Fig. 1: wiring by layer
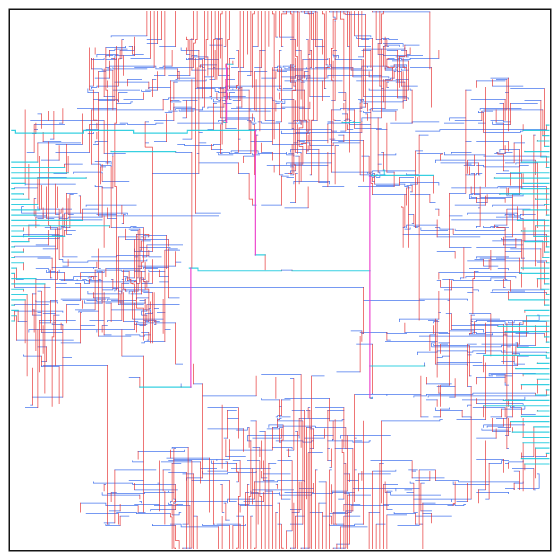
Fig. 2: wiring heat map
Scale bar: 50 µm. 28 x 28 tiles, from white (low) to dark blue (high), scaled to the fullest tile. Values are wire area over tile area, all layers added.
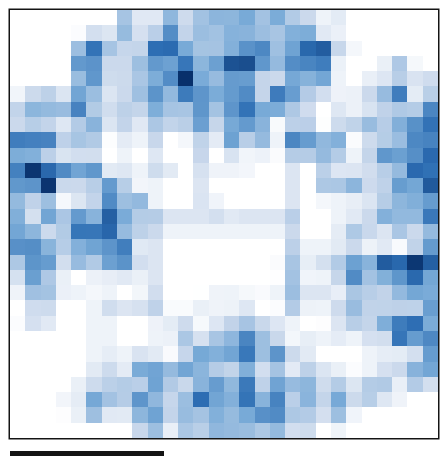
--- src/rtl/mem_access_fsm.sv ---
// mem_access_fsm: memory-stage access sequencer.
// Launches one request/acknowledge transaction per load or store held in
// EX/MEM and stalls the pipeline until it completes or times out. It then
// returns the load data, or a bus-error pulse on timeout, to write-back.
module mem_access_fsm #(
    parameter int ADDR_W  = 32,
    parameter int DATA_W  = 32,
    parameter int TIMEOUT = 15
) (
    input  logic              clk,
    input  logic              rst,
    input  logic              memread,
    input  logic              memwrite,
    input  logic [ADDR_W-1:0] addr,
    input  logic [DATA_W-1:0] wdata,
    output logic              mem_stall,
    output logic              mem_req,
    output logic              mem_we,
    output logic [ADDR_W-1:0] mem_addr,
    output logic [DATA_W-1:0] mem_wdata,
    input  logic              mem_ack,
    input  logic [DATA_W-1:0] mem_rdata,
    output logic [DATA_W-1:0] rdata,
    output logic              rdata_valid,
    output logic              bus_err
);

    localparam int CNT_W = $clog2(TIMEOUT + 1);

    localparam logic [1:0] IDLE = 2'd0;
    localparam logic [1:0] REQ  = 2'd1;
    localparam logic [1:0] DONE = 2'd2;

    // Final REQ cycle index before the access is abandoned.
    localparam logic [CNT_W-1:0] TO_LAST = CNT_W'(TIMEOUT - 1);

    logic [1:0]        state_r,   state_nxt_s;
    logic [CNT_W-1:0]  cnt_r,     cnt_nxt_s;
    logic              req_r,     req_nxt_s;
    logic              we_r,      we_nxt_s;
    logic [ADDR_W-1:0] addr_r,    addr_nxt_s;
    logic [DATA_W-1:0] wdata_r,   wdata_nxt_s;
    logic [DATA_W-1:0] rdata_r,   rdata_nxt_s;
    logic              rvalid_r,  rvalid_nxt_s;
    logic              berr_r,    berr_nxt_s;
    logic              access_s;
    logic              stall_s;

    assign access_s = memread | memwrite;

    // Next-state and next-output logic.
    // While in REQ, a cycle with mem_ack completes the access, even on the
    // last permitted cycle. DONE ignores memread/memwrite because they still
    // show the retiring instruction.
    always_comb begin
        state_nxt_s  = state_r;
        cnt_nxt_s    = cnt_r;
        req_nxt_s    = req_r;
        we_nxt_s     = we_r;
        addr_nxt_s   = addr_r;
        wdata_nxt_s  = wdata_r;
        rdata_nxt_s  = rdata_r;
        rvalid_nxt_s = 1'b0;
        berr_nxt_s   = 1'b0;
        case (state_r)
            IDLE: begin
                if (access_s) begin
                    state_nxt_s = REQ;
                    cnt_nxt_s   = '0;
                    req_nxt_s   = 1'b1;
                    we_nxt_s    = memwrite;
                    addr_nxt_s  = addr;
                    wdata_nxt_s = wdata;
                end else begin
                    state_nxt_s = IDLE;
                end
            end
            REQ: begin
                if (mem_ack) begin
                    state_nxt_s = DONE;
                    req_nxt_s   = 1'b0;
                    if (!we_r) begin
                        rdata_nxt_s  = mem_rdata;
                        rvalid_nxt_s = 1'b1;
                    end else begin
                        rdata_nxt_s  = rdata_r;
                    end
                end else if (cnt_r == TO_LAST) begin
                    state_nxt_s = DONE;
                    req_nxt_s   = 1'b0;
                    rdata_nxt_s = '0;
                    berr_nxt_s  = 1'b1;
                end else begin
                    cnt_nxt_s   = cnt_r + CNT_W'(1);
                end
            end
            DONE: begin
                state_nxt_s = IDLE;
                req_nxt_s   = 1'b0;
            end
            default: begin
                state_nxt_s = IDLE;
                req_nxt_s   = 1'b0;
            end
        endcase
    end

    // Pipeline hold: a pending launch in IDLE or an outstanding request.
    // Forced low during reset so the pipeline is released at once.
    always_comb begin
        if (rst) begin
            stall_s = 1'b0;
        end else begin
            stall_s = ((state_r == IDLE) && access_s) || (state_r == REQ);
        end
    end

    // State and output registers; reset aborts any access in flight.
    always_ff @(posedge clk or posedge rst) begin
        if (rst) begin
            state_r  <= IDLE;
            cnt_r    <= '0;
            req_r    <= 1'b0;
            we_r     <= 1'b0;
            addr_r   <= '0;
            wdata_r  <= '0;
            rdata_r  <= '0;
            rvalid_r <= 1'b0;
            berr_r   <= 1'b0;
        end else begin
            state_r  <= state_nxt_s;
            cnt_r    <= cnt_nxt_s;
            req_r    <= req_nxt_s;
            we_r     <= we_nxt_s;
            addr_r   <= addr_nxt_s;
            wdata_r  <= wdata_nxt_s;
            rdata_r  <= rdata_nxt_s;
            rvalid_r <= rvalid_nxt_s;
            berr_r   <= berr_nxt_s;
        end
    end

    assign mem_stall   = stall_s;
    assign mem_req     = req_r;
    assign mem_we      = we_r;
    assign mem_addr    = addr_r;
    assign mem_wdata   = wdata_r;
    assign rdata       = rdata_r;
    assign rdata_valid = rvalid_r;
    assign bus_err     = berr_r;

endmodule

--- config.mk ---
export PLATFORM = sky130hd
export DESIGN_NAME = mem_access_fsm
export DESIGN_NICKNAME = d
export VERILOG_FILES = /design/src/rtl/mem_access_fsm.sv
export SDC_FILE = /design/constraint.sdc
export NUM_CORES = 1
export LEC_CHECK = 0
export CAP_MARGIN = 20
export CORE_MARGIN = 3
export CORE_UTILIZATION = 25
export CTS_BUF_LIST = sky130_fd_sc_hd__clkbuf_8
export DETAILED_ROUTE_END_ITERATION = 10
export SLEW_MARGIN = 25
export SYNTH_ARGS = -nofsm -noshare
export SYNTH_HDL_FRONTEND = slang
export SYNTH_SLANG_ARGS = --single-unit
--- constraint.sdc ---
create_clock -name clk -period 4.4 [get_ports clk]
set_input_delay 0.88 -clock clk [delete_from_list [all_inputs] [get_ports clk]]
set_output_delay 0.88 -clock clk [all_outputs]
set_load 0.005 [all_outputs]
==> metrics.yaml <==
status: "finished clean"
overflow: 0
grt_use_met3_pct: 3.79
ys_cells: 320
path_common_cell: "clkdlybuf4s50_1"
critPathSlowestCell: "clkdlybuf4s50_1"
layout-drive-gt1-share_pct: 17.3
finalCriticalPeriod_ns: 3.12
slew_viol_final: 0
timing.rr.start: "state_r[1]"
gp_congestion: 0.772
grtUsageMet1_pct: 15.4
dieArea_um2: 19200
fin_tns_setup_ns: 0
tritoncts: "done"
dr.pass1.iters: 4
irDropWorstVdd_v: 0.000435
switching_share_pct: 29.4
maxCapViolations: 0
grt_pass1_wl_um: 19500
grt_max_degree: 91
die_h_um: 139
synth_area_um2: 4400
slowest_delay_ns: 0.52
crit_fanout: 3
pwr-share-comb_pct: 47.5
antenna_cells: 0
timing.hold.ws_ns: 0.515
start_kind: "primary input"
post-cts-setup-buffers: 0
grt_pass1_vias: 3488
top_area_share_pct: 60.2
area_delta_synth_final_pct: 53.3
setup_viol: 0
core_area_um2: 16900
grtUsageTotal_pct: 12.5
cp_cell_sequence: "clkdlybuf4s50_1 -> or2_1 -> nand2_1 -> a21oi_1 -> clkdlybuf4s50_1"
fmax_mhz: 321
cts_buffers: 9
ys_area_um2: 4400
initialDrtViolationCount: 98
ant_nets: 0
hold_violations: 0
fin_area_um2: 6750
synth_cells: 320
most_common_cell: "dfrtp_1"
cts_htree_levels: 3
grt_busiest_layer: "met2"
path_clk_slew_ns: 0.09
hold_buffers: 0
hold_path.class: "reg2reg"
die_w_um: 139
cp.required_ns: 3.52
end_kind: "output port"
drt_drc_violations_left: 0
ys_types: 36
tightest_slew_ns: 0.860
routed-wl-met3_um: 722
nets: 620
sequentialPowerShare_pct: 38.4
cts_resized: 0
clk_latency_ns: 0.37
fin_worst_skew_ns: 0.0118
cts_root_buffer: "clkbuf_8"
ys.flop_type: "dfrtp_1"
final_cell_mix: "clkdlybuf4s50_1 (201), dfrtp_1 (106), nand2_1 (66)"
## Picture notes: Fig. 1
legend:
  blue:
    layer: M1
    wire_length: 5120 µm
  cyan:
    layer: M3
    wire_length: 722 µm
  red:
    layer: M2
    wire_length: 5990 µm
  magenta:
    layer: M4
    wire_length: 135 µm
Routed WL per cell: 16.2 µm
total number of vias: 3181
Routed WL: 12000 µm

## Picture notes: Fig. 2
emptiest ninth of the die: center
tiles over half the peak: 17%
nearly empty tiles: 22%
mean over tiles: 0.098

path summary, 6_finish.rpt:
| check | endpoint | slack (ns) | cells after the start |
|---|---|---|---|
| setup / recovery | mem_stall | 1.28 | 5 |
| setup reg to reg | mem_wdata[21] | 2.32 | 4 |
| hold / removal | mem_wdata[17] | 0.51 | 1 |
| min in group asynchronous | mem_addr[16] | 1.04 | 2 |
| max in group asynchronous | mem_wdata[28] | 2.62 | 3 |
| hold reg to reg | mem_wdata[17] | 0.51 | 1 |
area by class of cell:
type	instances	area (µm²)
clock buffer	10	138
clock inverter	5	63.8
fill	1606	10200
inverter	3	16.3
multi-input combinational	192	1550
sequential	106	2650
tap	220	275
timing repair buffer	205	2050
power groups by stage:
stage	clock network, mW	registers (mW)	logic [mW]
CTS	0.661	1.71	2.14
floorplan	0	1.73	0.991
detailed placement	0	1.72	2.13
global placement	0	1.70	2.11
global route	0.704	1.77	2.26
finish	0.623	1.70	2.10
per-stage QoR:
| stage | worst slack (ns) | total power, mW | util [%] | std cells |
|---|---|---|---|---|
| 3_3_place_gp | 1.26 | 3.81 | 38.7 | 726 |
| 3_5_place_dp | 1.24 | 3.85 | 38.7 | 726 |
| 6_report | 1.28 | 4.43 | 39.9 | 741 |
| 2_1_floorplan | 0.731 | 2.72 | - | 320 |
| 5_1_grt | 1.15 | 4.73 | 39.9 | 741 |
| 4_1_cts | 1.28 | 4.51 | 39.9 | 741 |
cell families after synthesis:
logic type,after synthesis,share of synthesized area (%)
DFF,106,60.2
AOI/OAI and AO/OA,43,5.60
buffers and inverters,22,4.55
adders and majority gates,2,0.568
muxes,65,20.8
xor gates and xnor gates,1,0.199
and+or+nand+nor,81,8.07
sequential cells by signal, indices dropped and copies added, names as in the netlist, 2 cells and up:
register	count
mem_addr	32
mem_wdata	32
rdata	32
cnt_r	4
state_r	2
Power figures rest on the tool's default switching activity, not on a simulated workload.
